--- src/rtl/n_input_gate_sweeper.sv ---
// n_input_gate_sweeper: run-time selectable N-input reduction gate with a
// registered output, plus an exhaustive sweep engine that walks all 2^N input
// patterns (one per clock) and counts how many of them evaluate to 1.
module n_input_gate_sweeper #(
    parameter int N = 4
) (
    input  logic         clk,
    input  logic         rst_n,
    input  logic [2:0]   mode,
    input  logic [N-1:0] ext_in,
    input  logic         start,
    output logic         y,
    output logic [N-1:0] pattern,
    output logic         busy,
    output logic         done,
    output logic [N:0]   ones_cnt
);

    typedef enum logic [1:0] {
        IDLE  = 2'd0,
        SWEEP = 2'd1,
        DONE  = 2'd2
    } state_t;

    localparam logic [N-1:0] PAT_LAST = '1;

    state_t     state;
    state_t     state_next;
    logic [2:0] mode_q;
    logic       sweep_bit;

    // Reduction of v under gate mode m; modes 6 and 7 are reserved and yield 0.
    function automatic logic gate_reduce(input logic [N-1:0] v, input logic [2:0] m);
        logic r;
        case (m)
            3'd0:    r = &v;
            3'd1:    r = |v;
            3'd2:    r = ^v;
            3'd3:    r = ~&v;
            3'd4:    r = ~|v;
            3'd5:    r = ~^v;
            default: r = 1'b0;
        endcase
        return r;
    endfunction

    assign sweep_bit = gate_reduce(pattern, mode_q);

    // State register.
    always_ff @(posedge clk or negedge rst_n) begin
        if (!rst_n) begin
            state <= IDLE;
        end else begin
            state <= state_next;
        end
    end

    // Next-state logic: start is only honoured in IDLE; a sweep ends after the
    // all-ones pattern has been evaluated, and DONE always returns to IDLE.
    always_comb begin
        state_next = state;
        case (state)
            IDLE:    if (start) state_next = SWEEP;
            SWEEP:   if (pattern == PAT_LAST) state_next = DONE;
            DONE:    state_next = IDLE;
            default: state_next = IDLE;
        endcase
    end

    // Gate output, sweep pattern, latched mode and ones counter.
    always_ff @(posedge clk or negedge rst_n) begin
        if (!rst_n) begin
            y        <= 1'b0;
            pattern  <= '0;
            ones_cnt <= '0;
            mode_q   <= 3'd0;
        end else begin
            case (state)
                IDLE: begin
                    y <= gate_reduce(ext_in, mode);
                    if (start) begin
                        mode_q   <= mode;
                        pattern  <= '0;
                        ones_cnt <= '0;
                    end
                end
                SWEEP: begin
                    y        <= sweep_bit;
                    ones_cnt <= ones_cnt + {{N{1'b0}}, sweep_bit};
                    // Natural N-bit wrap returns pattern to 0 after the last one.
                    pattern  <= pattern + 1'b1;
                end
                default: begin
                    // DONE: everything holds for the single pulse cycle.
                end
            endcase
        end
    end

    // Status flags registered from the next state so they line up with it.
    always_ff @(posedge clk or negedge rst_n) begin
        if (!rst_n) begin
            busy <= 1'b0;
            done <= 1'b0;
        end else begin
            busy <= (state_next == SWEEP);
            done <= (state_next == DONE);
        end
    end

endmodule

--- config.mk ---
export PLATFORM = sky130hd
export DESIGN_NAME = n_input_gate_sweeper
export DESIGN_NICKNAME = d
export VERILOG_FILES = /design/src/rtl/n_input_gate_sweeper.sv
export SDC_FILE = /design/constraint.sdc
export NUM_CORES = 1
export LEC_CHECK = 0
export CORE_MARGIN = 8
export CORE_UTILIZATION = 44
export DETAILED_ROUTE_END_ITERATION = 8
export PLACE_DENSITY = 0.74
export SLEW_MARGIN = 20
export SYNTH_ARGS = -nofsm -noshare
export SYNTH_HDL_FRONTEND = slang
export SYNTH_SLANG_ARGS = --single-unit
--- constraint.sdc ---
create_clock -name clk -period 2.2 [get_ports clk]
set_clock_uncertainty 0.05 [all_clocks]
set_input_delay 0.33 -clock clk [delete_from_list [all_inputs] [get_ports clk]]
set_output_delay 0.33 -clock clk [all_outputs]
set_load 0.03 [all_outputs]
Fig. 1: cell classes on the final placement
Fill, decap, tap and diode cells in gray.
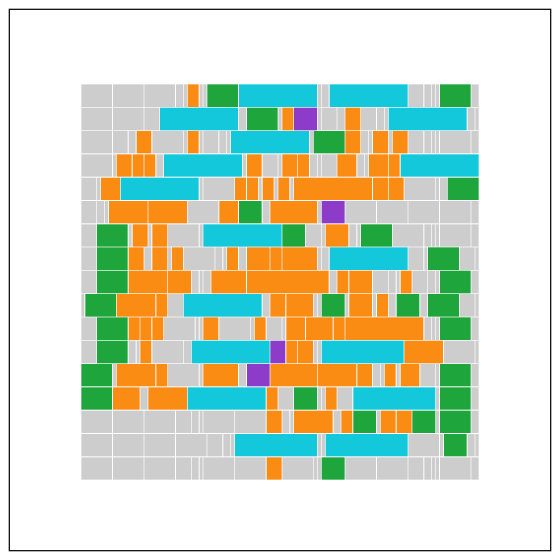
| color | class | cells |
|---|---|---|
| green | other buffers and delay cells | 30 |
| orange | combinational and other logic | 83 |
| cyan | flops | 17 |
| purple | clock drivers and dummy loads | 4 |
Floorplan Core Area: 2150 um2
fraction of the core area covered by cells at the end of the flow: 62.7%

Fig. 2: signal wires by layer
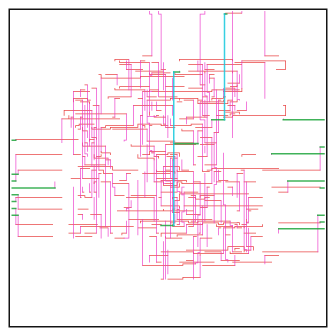
| color | layer | wire length |
|---|---|---|
| red | metal 1 | 984 um |
| cyan | metal 4 | 51.7 um |
| magenta | metal 2 | 987 um |
| green | metal 3 | 64.3 um |
Tot GR Track Use: 11.8%
wire length reported by the detailed router: 2090 um
detailed-route via count: 831
average wire per standard cell: 12.9 um

Fig. 3: routed clock nets over the placement
Scale bar: 20 um.
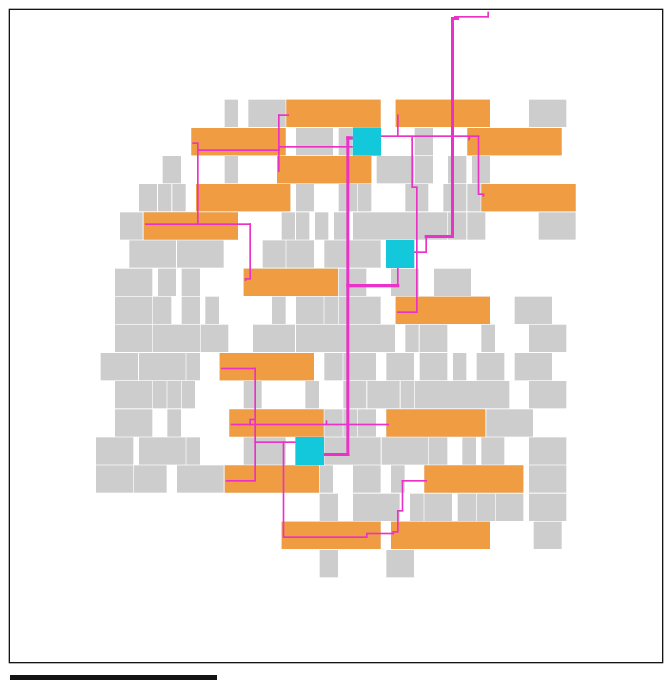
[cyan] clock drivers | count: 3
[orange] flip-flops | count: 17
[magenta] clock wires | length: 230 um
routed clock nets: 4
insertion delay of the later-clocked pin in the worst-skew pair: 300 ps
clock group share of total power: 9.1%
clk pwr: 0.000171 W

Fig. 4: I/O pins on the die edge
Pins as bars across the die edge, other pins in gray.
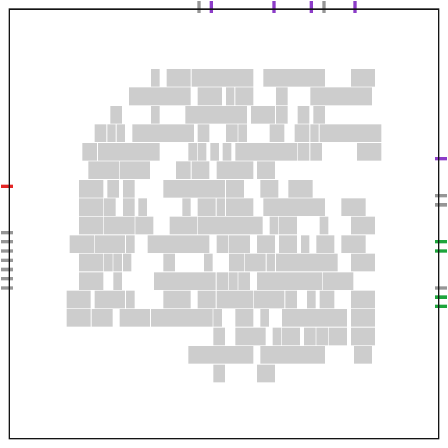
| color | port | pins | direction | edge |
|---|---|---|---|---|
| green | `pattern` | 4 | output | east |
| purple | `ones_cnt` | 5 | output | 4 north, 1 east |
| red | `y` | 1 | output | west |
all pins by edge: 8 east, 8 west, 6 north

==> out/metrics.yaml <==
global_route:
  first_global_vias: 910
  grt_pass1_wl_um: 3900
  globalRouteOverflowTotal: 0
  grt_start_max_net_pins: 18
floorplanning:
  nWellTaps: 28
  ioPinCount: 22
  initial_core_util_pct: 45.3
  placementRows: 17
  die_h_um: 63.0
critical_path:
  cpMaxStageDelayCell: "dfrtp_2"
  worst_path_most_repeated_cell: "ha_4"
  rr_endpoint: "ones_cnt[4]$_DFFE_PN0P_"
  critical_path.reg2reg.startpoint: "pattern[0]$_DFFE_PN0P_"
  crit_path_start_kind: "flop"
  critPathRequiredTime_ps: 2350
  critPathLaunch: "pattern[0]$_DFFE_PN0P_"
  critical_path.endpoint: "ones_cnt[4]$_DFFE_PN0P_"
  arrival_ps: 2310
  path_max_fanout: 3
  cp.buffers_inverters: 1
  worst_r2r_path_depth: 10
  cp_top_family: "adder cells"
  timing.critical_path.to_type: "flop"
  timing.reg2reg.setup_slack_ps: 40
  timing.critical_path.cells: "inv_2 -> ha_4 -> xor2_1 -> mux2_4 -> o311ai_4 -> ha_2 -> ha_4 -> nand4_1 -> nand3_1 -> o21ai_1"
final_layout:
  layout-drive-gt1-share_pct: 23.1
  final_net_count: 155
  n_sequential_cell: 17
  instances_no_fill: 162
  layout.non_clock_inverters: 10
  layout_top_registers: "ones_cnt (5), pattern (4), mode_q (3)"
  fillCellCount: 185
  largest_register_ffs: 5
  biggestCellCategory: "combinational gates"
  nClkBuffers: 3
  ff_latch_area_um2: 430
  syn_to_layout_area_delta_pct: 38.4
  multiInputCombCellCount: 73
  layout.nonclk_buf_share_pct: 20.6
  max_flop_register: "ones_cnt"
  buffers: 30
  area_share_clock_buf_inv_pct: 2.04
  mi_logic_area_um2: 539
synth:
  post_synth_ao_oa_area_fraction_pct: 15.2
  post_synth_num_cell_types: 26
  syn-num-nets: 123
  top_cells_by_area: "dfrtp_1 44%, ha_1 13%, nand2_1 6.9%, o21ai_0 6.2%, inv_1 3.9%"
  yosys.area.top_type_share_pct: 43.7
  top_cell: "nand2_1"
  yosys-mux-area-fraction_pct: 3.47
  synth.avg_cell_area_um2: 9.45
  dominant_kind_of_combinational_cell: "simple AND/OR/NAND/NOR gates"
  synth_adder_area_share_pct: 12.9
  post_synth_most_frequent_cells: "18 x nand2_1, 17 x dfrtp_1, 12 x o21ai_0"
  synth_area_leader_cell: "dfrtp_1"
  async_flop_share_pct: 100
  synth_sequential_area_ratio_pct: 43.7
  yosys-stat-area_um2: 973
  synth.ff_latch_count: 17
  synth-warning-count: 0
  dominantRegCellSynth: "dfrtp_1"
  synthXorXnorAreaFrac_pct: 1.80
clock_network:
  clk_pin_slew_worst_paths_ps: 100
  cts_hold_buf: 0
  htree_num_levels: 1
  clock_path_buffers: 2
  cts_tree: "yes"
  post_cts_resize_count: 0
routing:
  detail_route.drc_violations: 0
  first_iter_violations: 31
  ant_nets: 0
  avgViaCountPerCell: 5.13
  drt_first_pass_iters: 4
final_timing:
  timing_max_transition_violations_final: 0
  layout_setup_ws_ps: 36.1
  timing_worst_slew_pin_value_ps: 505
  rsz_0062_raised_after_global_routing: "true"
  fin_setup_tns_ps: 0
  final_min_period_over_clock_period_pct: 98.4
  maxClockFrequency_mhz: 462
  min_period_ps: 2160
  finalHoldViolations: 0
  finalSetupViolations: 0
power:
  netSwitchingFraction_pct: 43.0
  ir_worst_vdd_uv: 709
  p_seq_w: 0.000552
  power_w: 0.00188
  switchingPower_w: 0.000807
  pg_comb_w: 0.00115
  internal_power_w: 0.00107
  power.group.top: "combinational logic"
  comb_power_share_pct: 61.4
  p_per_area_nw_per_um2: 1390
run:
  log.warning_count: 32
  max-cap-violations: 0
placed_design:
  dpl.cell_count: 158
  dp_wirelength_um: 1660
  portBuffers: 21
  finalWeightedCongestion: 0.847
  placement.setup.worst_slack_ps: -13.9
status:
  outcome: "finished clean"
[placed cells by master (no fill, tap or decap), types with 4 or more instances in the layout]
cell type         n
clkdlybuf4s50_1  21
nand2_1          18
dfrtp_1          13
o21ai_0          10
buf_4             9
inv_1             8
ha_1              7
nand3_1           6
dfrtp_2           4
[metal layers]
layer / global-route usage (%) / part of all wire, %
met1: 13.2 / 47
met4: 6.84 / 2.4
met3: 1.79 / 3.1
met2: 20.5 / 47
met5: 0 / 0
[stage by stage]
stage / hold WS, ps / instance area [um2]
floorplan: -15.6 / 1020
finish: 291 / 1350
detailed placement: 423 / 1320
global route: 313 / 1350
CTS: 292 / 1350
global placement: 411 / 1320
[repair_timing]
item | 4_1_cts | 5_1_grt
pin swaps | 2 | 1
endpoints found under the hold margin | 0 | 0
endpoints found under the setup margin | 1 | 3
Power is estimated from default activity; no workload was simulated.
